==> config.mk <==
export PLATFORM = sky130hd
export DESIGN_NAME = booth_mul_arbiter
export DESIGN_NICKNAME = d
export VERILOG_FILES = /design/src/rtl/booth_mul_arbiter.sv
export SDC_FILE = /design/constraint.sdc
export NUM_CORES = 1
export LEC_CHECK = 0
export ABC_AREA = 1
export CAP_MARGIN = 20
export CORE_MARGIN = 2
export CORE_UTILIZATION = 45
export DETAILED_ROUTE_END_ITERATION = 16
export PLACE_DENSITY = 0.85
export SYNTH_ARGS = -nofsm -noshare
export SYNTH_HDL_FRONTEND = slang
export SYNTH_SLANG_ARGS = --single-unit
==> constraint.sdc <==
create_clock -name clk -period 5.6 [get_ports clk]
set_input_delay 1.12 -clock clk [delete_from_list [all_inputs] [get_ports clk]]
set_output_delay 1.12 -clock clk [all_outputs]
set_load 0.05 [all_outputs]
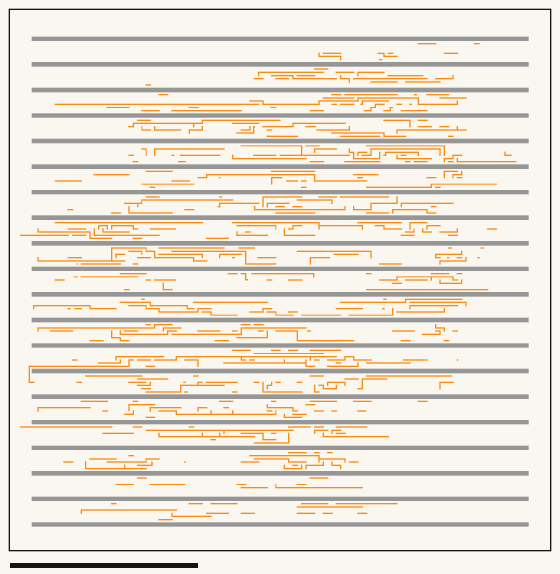
Figure 1: run 1, M1 wires.
Scale bar: 20 um. Supply wires on this layer in gray.
main direction: horizontal
nets with wire on the layer: 226
share of all routed wire: 48%
longest straight run: 21.6 um
wire length on this layer: 1270 um
number of vias in the routed layout: 1264
global routing usage on met1: 22.94%

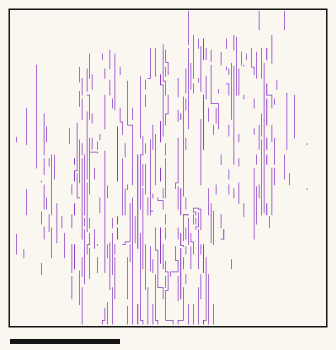
Figure 2: run 1, met2 routing.
Scale bar: 20 um.
main direction: vertical
longest straight run: 27.2 um
Total Routed Length: 2.664 mm
global routing usage on met2: 29.87%

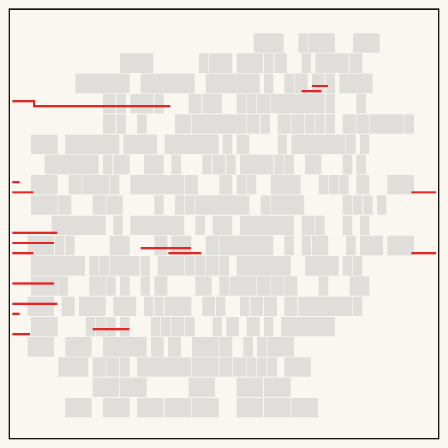
Figure 3: run 1, metal 3.
Cells faint in the background.
main direction: horizontal
longest straight run: 18.2 um
met3 usage: 3.628%

==> run notes, run 1 <==
run results: synthesis warning total=0, per-cell via count in the routed design=5.036, input/output buffers=33, internal power contribution=0.2375 mW, data required time of the worst path=4.48 ns, antenna violations before repair=0, number of global-route vias before repair=1122, Bufs on Longest Clock Path=2, global routing usage summed across all routing layers=17.84%, count of pins over their slew limit=0, number of storage elements in the synthesis netlist=19, total of fill cells in the finished design=260, Hold Path Depth=2, RSZ-0062 raised after global routing=false, largest clock skew in the final design=0.002121 ns, residual overflow from global routing=0, Seq pwr share=39.7%, final worst path period share=74.19%, highest ir drop seen on vdd=0.0001901 V, run status=finished clean, Core Util, Final=60.09%, area of the synthesized netlist per yosys stat=1286 um^2, total power density per cell area=236.7 nW/um^2, number of nets at floorplan=217, Setup CP Type=in2out, Leak=0.7312 nW, highest-delay cell along the critical path=clkdlybuf4s50_1, netlist area before placement=1286 um^2, sequential standard cell area=380.4 um^2, Chip Height=57.47 um, Yosys top cell area share=29.57%, Worst Tran Pin Value=0.5551 ns, top cells by instance count after synthesis=nand2_1, inv_1, dfxtp_1, nand3_1, nor2_1, clk sinks=19, combinational share of power=42.8%, Final min period=4.155 ns, Top cells by area=dfxtp_1, nand2_1, ha_1, nand3_1, a21oi_1, critical path's largest stage delay=0.83 ns, max-capacitance violation count=0, post-route ant nets=0, maximum fanout encountered on the critical timing path=11, stage-log warning count=26, buffers and inverters on the worst path=3, placeable core region=2734 um^2, Slew HR=62.99%, final total negative setup slack=0 ns, global-route wire length before repair=4.712 mm, worst-case setup margin in the final layout=1.445 ns, clock-pin transition on the worst setup and hold timing paths=0.10 ns, DRC Markers=0, highest clock rate=0.2407 GHz, cell total in the yosys stat output=187, mean post-synth cell area=6.878 um^2, cts-stage hold buffer count=0, number of buffers created by CTS=3, Logic cell area=767.0 um^2, endpoints failing setup=0, Setup Fix Bufs, Post-CTS=0, number of resized instances in the post-cts repair step=0, worst slack after detailed placement=1.449 ns, std cell rows=19, clock tree from TritonCTS=yes, die width=57.47 um, synthesis-to-finish area growth=27.72%, Final Hold Violation Tally=0, Synth top cell by count=nand2_1, n_diodes=0, library cell appearing most often on the critical path=clkdlybuf4s50_1
run 1: cells by family after synthesis:
kind of cell | after synthesis | share of synthesized area (%)
buf+inv | 30 | 10.80
fa+ha+maj | 9 | 9.339
xor+xnor | 2 | 1.362
compound gates | 35 | 16.25
flops | 19 | 29.57
simple gates | 92 | 32.69
run 1: power groups by stage:
| stage | Combinational (mW) | Sequential (mW) | Clock [mW] |
|---|---|---|---|
| after floorplan | 0.109 | 0.171 | 0 |
| after global placement | 0.164 | 0.157 | 0 |
| after detailed placement | 0.166 | 0.157 | 0 |
| after CTS | 0.167 | 0.154 | 0.0701 |
| after global routing | 0.188 | 0.156 | 0.0774 |
| final | 0.166 | 0.154 | 0.0679 |
run 1: worst reg2reg max path, delay by kind of cell, from the launching register on:
| family | cells | cell delay, ns |
|---|---|---|
| adders and majority gates | 2 | 0.61 |
| AOI/OAI and AO/OA | 1 | 0.21 |
| and+or+nand+nor | 8 | 0.60 |
| buffers and inverters | 1 | 0.06 |
| xor gates and xnor gates | 1 | 0.16 |
| DFF | 1 | 0.36 |
run 1: stage by stage:
| stage | power, mW | instances | hold WS, ns | cell area [um^2] |
|---|---|---|---|---|
| final | 0.3888 | 251 | 0.4673 | 1643 |
| after global routing | 0.4208 | 251 | 0.5001 | 1643 |
| after CTS | 0.3917 | 251 | 0.4735 | 1643 |
| after detailed placement | 0.3232 | 247 | 0.4582 | 1617 |
| after global placement | 0.3216 | 247 | 0.4502 | 1617 |
| after floorplan | 0.2804 | 187 | 0.4391 | 1286 |
run 1: cells in the final DEF, fill, tap and decap left out, types with 2 or more instances in the layout:
cell type	instances
a21oi_1	17
a31oi_1	2
clkbuf_4	3
clkdlybuf4s50_1	33
dfxtp_1	19
ha_1	8
inv_1	22
inv_2	3
nand2_1	46
nand2_2	2
nand3_1	18
nand3_2	2
nor2_1	18
nor2_4	3
o21ai_0	8
run 1: area by class of cell:
cell class	instances	area share, %
inverters	26	6.093
repair buffers	33	20.11
clock buffers	4	1.599
well taps	31	2.361
flip-flops and latches	19	23.15
multi-input cells	138	46.69
run 1: per-layer routing:
| metal | global-route usage (%) | up-vias | routed length [um] |
|---|---|---|---|
| met4 | 5.648 | 0 | 0 |
| met3 | 3.628 | 0 | 77 |
| met5 | 0 | - | 0 |
| met2 | 29.87 | 22 | 1319 |
| met1 | 22.94 | 562 | 1267 |
| li1 | - | 680 | - |
--- run 2 (diff from run 1) ---
==> constraint.sdc (replaced) <==
create_clock -name clk -period 4.2 [get_ports clk]
set_input_delay 0.84 -clock clk [delete_from_list [all_inputs] [get_ports clk]]
set_output_delay 0.84 -clock clk [all_outputs]
set_load 0.05 [all_outputs]
==> run 2 against run 1 <==
Compared with the run above:
- sequential power up 34%
- clock-buffer cell count down 1
- largest power group unchanged
- cell count unchanged
- sequential share of layout area about the same
- register-to-register slack worse by 1.4 ns
- via count down 2.6%
- core utilization about the same
- clock power up 39%
- total power up 34%
- clock skew up 0.0091 ns
- wire length up 3.1%
- hold slack better by 0.011 ns
==> run notes, run 2 <==
run results: cell total after placement=247 (unchanged), Final Hold Violation Tally=0 (unchanged), global routing usage summed across all routing layers=18.23% (+0.39 points), reported net switching power=0.2068 mW, buffers and inverters on the worst path=3 (unchanged), violation count after the first detailed-route iteration=31, post-synth cell types=30, endpoint class of the critical path=output pin, netlist area before placement=1286 um^2 (unchanged), instance count of the mapped netlist=187, highest clock rate=0.2788 GHz, type of the worst min-delay path=reg2reg, Synth top cell by count=nand2_1, run status=finished clean, placeable core region=2734 um^2 (unchanged), Leak=0.7340 nW (+0.37%), sequential element share of the synthesized area=29.57%, Pre-Repair DR Iteration Count=4, clock tree from TritonCTS=yes, critical path's largest stage delay=0.82 ns (about the same), area of the synthesized netlist per yosys stat=1286 um^2 (unchanged), highest ir drop seen on vdd=0.0003205 V (+69%), net total in the final layout=251, antenna violations before repair=0 (unchanged), final standard cell count with taps included and fillers excluded=251 (unchanged), weighted congestion at the end of routability-driven global placement=0.7752, stage-log warning count=26 (unchanged), Worst Setup Start Kind=input pin, die width=57.47 um (unchanged), number of storage elements in the synthesis netlist=19 (unchanged), cts-stage hold buffer count=0 (unchanged), count of pins over their slew limit=0 (unchanged), number of resized instances in the post-cts repair step=0 (unchanged), async set-reset flop share out of synthesis=0%, main flop type=dfxtp_1, H-tree depth=1, highest-count cells in the layout ignoring fill and taps=nand2_1, clkdlybuf4s50_1, inv_1, fraction of layout cells with a size suffix above 1=8.636%, global-route wire length before repair=4.871 mm (+3.4%), Synth area leader=dfxtp_1, most common cell after layout, fill and taps aside=nand2_1, number of logic stages on the critical path including buffering=5, total of fill cells in the finished design=265 (+1.9%), input/output buffers=33 (unchanged), internal power contribution=0.3156 mW (+33%), library cell appearing most often on the critical path=clkdlybuf4s50_1, Seq pwr share=39.5% (-0.2 points), Chip Height=57.47 um (unchanged), number of enable flip-flop cells=0, average wire per cell in the routed design=10.94 um, DRC Markers=0 (unchanged), Setup CP Type=in2out, post-route ant nets=0 (unchanged), final worst path period share=85.39%, endpoints failing setup=0 (unchanged), total die area=3302 um^2, number of buffers created by CTS=3 (unchanged), Setup Fix Bufs, Post-CTS=0 (unchanged), cell at the root of the clock tree=clkbuf_4, Hold Path Depth=2 (unchanged), combinational share of power=42.5% (-0.3 points), R2R Setup Slk=2.09 ns, clk sinks=19 (unchanged), data arrival time of the critical path=2.75 ns, mean post-synth cell area=6.878 um^2 (unchanged), data required time of the worst path=3.36 ns (-1.12 ns), Worst Tran Pin Value=0.5555 ns (+0.0004634 ns), Bufs on Longest Clock Path=2 (unchanged), detailed placer's ending HPWL=2.108 mm, Top delay family on crit path=buffers and inverters, clock-pin transition on the worst setup and hold timing paths=0.10 ns (about the same), final total negative setup slack=0 ns (unchanged), Yosys top cell area share=29.57% (unchanged), RSZ-0062 raised after global routing=false, synthesis warning total=0 (unchanged), share of the core filled by cells before placement=47.05%, n_diodes=0 (unchanged), Top cells by area=dfxtp_1, nand2_1, ha_1, nand3_1, a21oi_1, pin count of the biggest net entering global routing=16, maximum fanout encountered on the critical timing path=11 (unchanged), switching share of total power=39.59%, number of global-route vias before repair=1145 (+2.0%), Slew HR=62.96% (about the same), residual overflow from global routing=0 (unchanged), per-cell via count in the routed design=4.904 (-2.6%), total power density per cell area=317.8 nW/um^2 (+34%), highest-delay cell along the critical path=clkdlybuf4s50_1, number of cells traversed by the worst register-to-register path=14, count of boundary I/O pins=34, number of nets at floorplan=217 (unchanged), cell total in the yosys stat output=187 (unchanged), max-capacitance violation count=0 (unchanged), synthesis-to-finish area growth=27.82% (about the same), Final min period=3.586 ns, top cells by instance count after synthesis=nand2_1, inv_1, dfxtp_1, nand3_1, nor2_1, std cell rows=19 (unchanged), ordered list of cells on the worst path=clkdlybuf4s50_1 > inv_1 > nand2_4 > nor2_1 > clkdlybuf4s50_1
[run 2: final cells by class]
cell class,count,area [um^2],area share (%)
multi-input combinational,138,767.0,46.65
sequential,19,380.4,23.14
timing repair buffer,33,330.3,20.09
inverter,26,100.1,6.088
tap,31,38.79,2.359
clock buffer,3,22.52,1.370
clock inverter,1,5.005,0.3044
[run 2: logic make-up (layout without fill, tap and decap cells)]
kind of cell / count (synthesis) / in the layout / share of synthesized area (%)
AND-OR/OR-AND: 35 / 35 / 16.25
XOR/XNOR: 2 / 2 / 1.362
adder cells (fa/ha/maj): 9 / 9 / 9.339
buffers and inverters: 30 / 63 / 10.80
flip-flops: 19 / 19 / 29.57
AND/OR/NAND/NOR: 92 / 92 / 32.69
[run 2: stage by stage]
stage / power [mW] / worst slack [ns] / hold slack, ns / util [%] / area, um^2
floorplan: 0.3739 / 1.493 / 0.4391 / - / 1286
global placement: 0.4286 / 0.6631 / 0.4500 / 59.13 / 1617
detailed placement: 0.4305 / 0.6197 / 0.4556 / 59.13 / 1617
CTS: 0.5270 / 0.5994 / 0.4795 / 60.14 / 1644
global route: 0.5609 / 0.4540 / 0.5106 / 60.14 / 1644
finish: 0.5224 / 0.6138 / 0.4783 / 60.14 / 1644
[run 2: routing by layer]
metal	global-route usage, %	up-vias	part of all wire (%)
met5	0	-	0
met4	1.993	0	0
met3	4.308	0	3.2
met2	31.66	19	47
met1	23.70	537	50
li1	-	675	-
[run 2: worst register-to-register path, cell delays in order (launching register included)]
cell,delay [ns]
dfxtp_1,0.36
inv_1,0.05
ha_1,0.25
a31oi_1,0.22
xor2_1,0.16
inv_1,0.06
ha_1,0.33
nand2_1,0.10
nand2_1,0.05
nor2_1,0.13
nand2_1,0.08
nand2_1,0.06
nor2_1,0.04
nor2_1,0.08
nor2_1,0.05
[run 2: power by group through the flow]
stage               Combinational, mW  Sequential, mW  Clock (mW)
finish                          0.222           0.206      0.0943
global route                    0.250           0.208       0.103
CTS                             0.223           0.206      0.0973
detailed placement              0.221           0.210           0
global placement                0.219           0.210           0
floorplan                       0.145           0.229           0
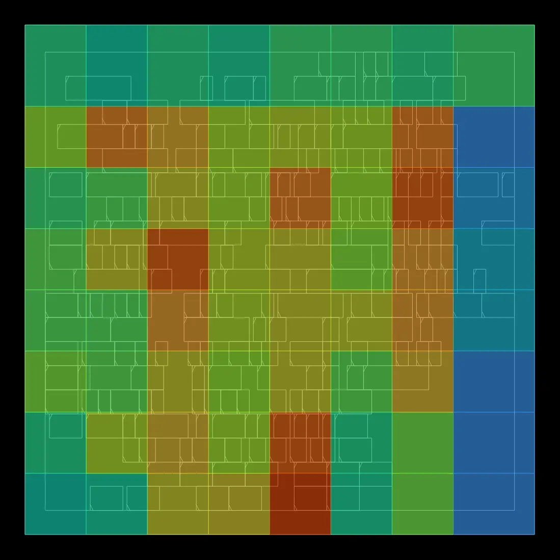
Figure 4: run 2, track usage over the die.
global routing usage on met1: 23.70%
most used routing layer in global routing: met2

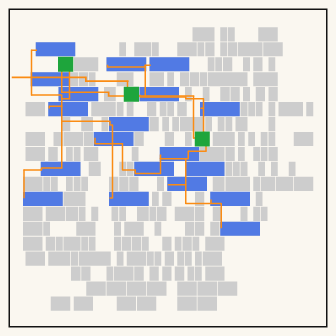
Figure 5: run 2, clock network drawn from the DEF.
legend:
  blue:
    item: flip-flops
    count: 19
  green:
    item: cells driving clock nets
    count: 3
  orange:
    item: clock wires
    length: 227 um
routed clock nets: 4
largest clock skew in the final design: 0.01121 ns
clock latency reported for the late side of the worst-skew pair: 0.31 ns
share of power burned in the clock network: 18.1%
Clk. pwr: 0.0943 mW

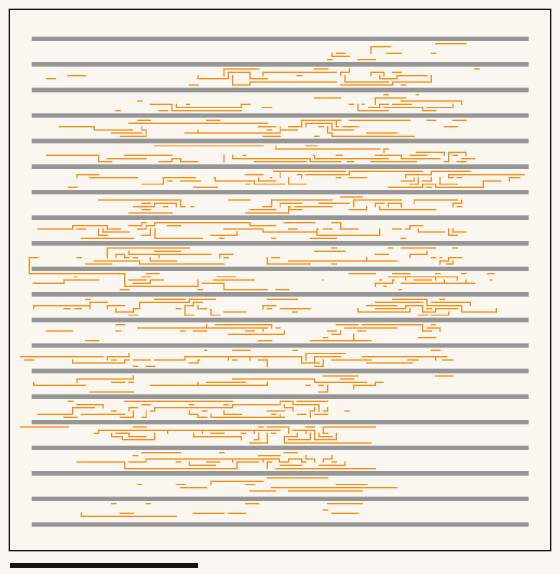
Figure 6: run 2, M1 wires.
Scale bar: 20 um. Supply wires on this layer in gray.
longest straight run: 19.3 um
main direction: horizontal
Total Routed Length: 2.746 mm
number of vias in the routed layout: 1231

Power figures rest on the tool's default switching activity, not on a simulated workload.
